Design apb_regfile_slave_flat, sky130hd; sources not shown.
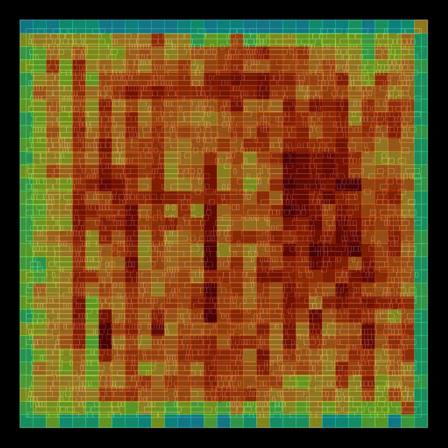
Figure 1: routing congestion.
met2 Use GR: 60.0%
routing usage on met3: 13.0%
average wire length per cell after detail routing: 33.4 um
most used routing layer: met2
M1 GR Usage: 55.0%

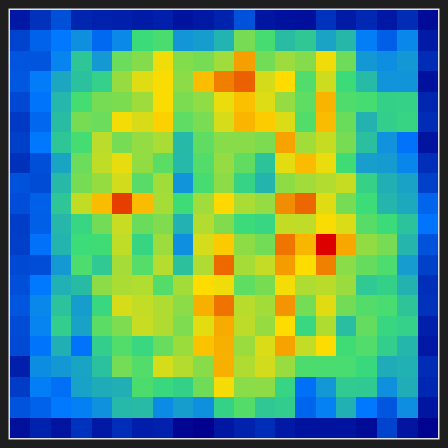
Figure 2: wire density map.
Scale: 2 px per um. 21 x 21 tiles, from dark blue (low) to red (high), scaled to the fullest tile. Values are wire area over tile area, all layers added.
mean over tiles: 0.38
tiles over half the peak: 48%
fullest tile: 0.84
nearly empty tiles: 0.70%
densest ninth of the die: centre
routed vias: 19500
wirelength, routed: 96.1 mm
Tot GR Track Use: 42.2%

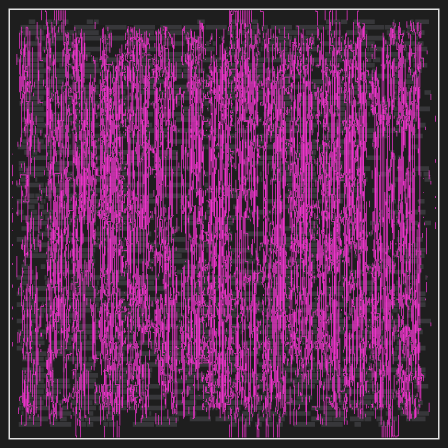
Figure 3: signal wires on met2.
Scale: 2 px per um. Cells faint in the background.
longest straight run: 138 um
share of all routed wire: 42%
main direction: vertical
wire length on this layer: 40.7 mm

==> summary.txt <==
Physical implementation status

The flow ran to the end, and the final reports show no timing, DRC or antenna violations. The post-synthesis cell count stands at 2120. In this run the number of cells on the critical path is 8. For this design the ratio of total power to cell area is about 240 nW/um^2. The top cell types in the final layout, fill and taps aside, are sky130_fd_sc_hd__edfxtp_1 (448), sky130_fd_sc_hd__nor2_1 (384), sky130_fd_sc_hd__nand2_1 (195), sky130_fd_sc_hd__clkbuf_1 (147). The overall die height stands at 214 um. Entering global routing, the biggest net connects 33 pins. The floorplan step defined a die boundary enclosing 45800 um^2. Summing the areas of all xor and xnor instances in the mapped netlist gives 0.405% of the synthesized area.

Counting pins that exceed their max-slew limit in the final report gives 0. The number of H-tree branching levels stands at 1. Per STA, the library cell used most along the worst path is sky130_fd_sc_hd__clkbuf_1. The cell area after placement stands at roughly 26000 um^2.

The total negative slack stands at 0 ps. The number of ports placed on the die boundary stands at approximately 110. The net load switching power stands at 1.68 mW. The violation tally from detailed-route iteration zero stands at 3835. Counting I/O delays and the setup requirement, the final critical path takes 5960 ps. The arrival time of data at the critical path endpoint stands at 6280 ps. The iteration count recorded for the first detailed-route pass is 6. Yosys mapped a number of flops with a built-in enable equal to between 400 and 500.

The number of flip-flops under the largest register name stands at approximately 450. As logged by OpenROAD, the buffers inserted on ports number ~110. The routed length on met1 stands at 33.8 mm. The area recorded from the Yosys report for this design is roughly 24000 um^2. The tightest min-delay check is of the flop to flop type. Across all checked pins, the minimum headroom to the slew limit is a little under an eighth.

The final instance area stands at 27000 um^2. The critical path's slowest stage uses the library cell sky130_fd_sc_hd__clkbuf_1. The cell-mix breakdown from Yosys lists the adder-cell area share as 0.105%. The compound-cell area share of the yosys netlist stands at 12.9%. For this run, the leading register cell type out of synthesis is sky130_fd_sc_hd__edfxtp_1.

The mean area per synthesized cell stands at roughly 11 um^2. The actual slew at the worst max-slew pin stands at ~1300 ps. The area fraction in and, or, nand and nor cells after synthesis stands at 14.8%.

The post-layout net count stands at 2333.
## metrics by stage
| stage | utilization (%) | setup WS, ps |
|---|---|---|
| 2_1_floorplan | - | 607 |
| 4_1_cts | 63.5 | 838 |
| 6_report | 63.8 | 545 |
| 5_1_grt | 63.7 | 799 |
| 3_5_place_dp | 61.9 | 208 |
| 3_3_place_gp | 60.4 | -3190 |
## power groups by stage
stage,Combinational [mW],Sequential [mW],Clock [mW]
finish,0.780,3.82,1.83
floorplan,0.353,3.89,0
global placement,0.684,3.91,0
global route,0.783,3.83,1.91
detailed placement,0.727,3.89,0
CTS,0.730,3.81,1.80
## cell usage after synthesis, drive strengths merged (34+ instances only)
| cell | number | area share, % |
|---|---|---|
| dfxtp | 75 | 6.3 |
| nand2 | 197 | 3.1 |
| o21ai | 104 | 2.2 |
| a21oi | 107 | 2.3 |
| nor2b | 38 | 1.0 |
| inv | 48 | 0.76 |
| mux2i | 58 | 2.4 |
| edfxtp | 448 | 57 |
| buf | 53 | 1.4 |
| o22ai | 34 | 0.89 |
| nor2 | 384 | 6.1 |
| clkbuf | 139 | 2.2 |
## area by class of cell
type                    instances  area, um^2
well taps                     577         722
inverters                      51         191
clock inverters                 2        38.8
plain buffers                 192         850
fillers                      3340       15300
repair buffers                139        1610
clock buffers                  34         659
flip-flops and latches        523       15000
diodes                          7        17.5
multi-input cells            1354        7940
## kinds of logic after synthesis
group | count (synthesis)
AND/OR/NAND/NOR | 788
adder cells (fa/ha/maj) | 2
XOR/XNOR | 11
flip-flops | 523
multiplexers | 90
buffers and inverters | 243
AND-OR/OR-AND | 463
## worst reg2reg max path: cells and delay by family, from the launching register on
kind / cells / cell delay (ps)
simple gates: 3 / 1540
buf+inv: 3 / 1180
compound gates: 1 / 810
flops: 1 / 320
xor+xnor: 1 / 210
Power and IR drop assume default switching activity.
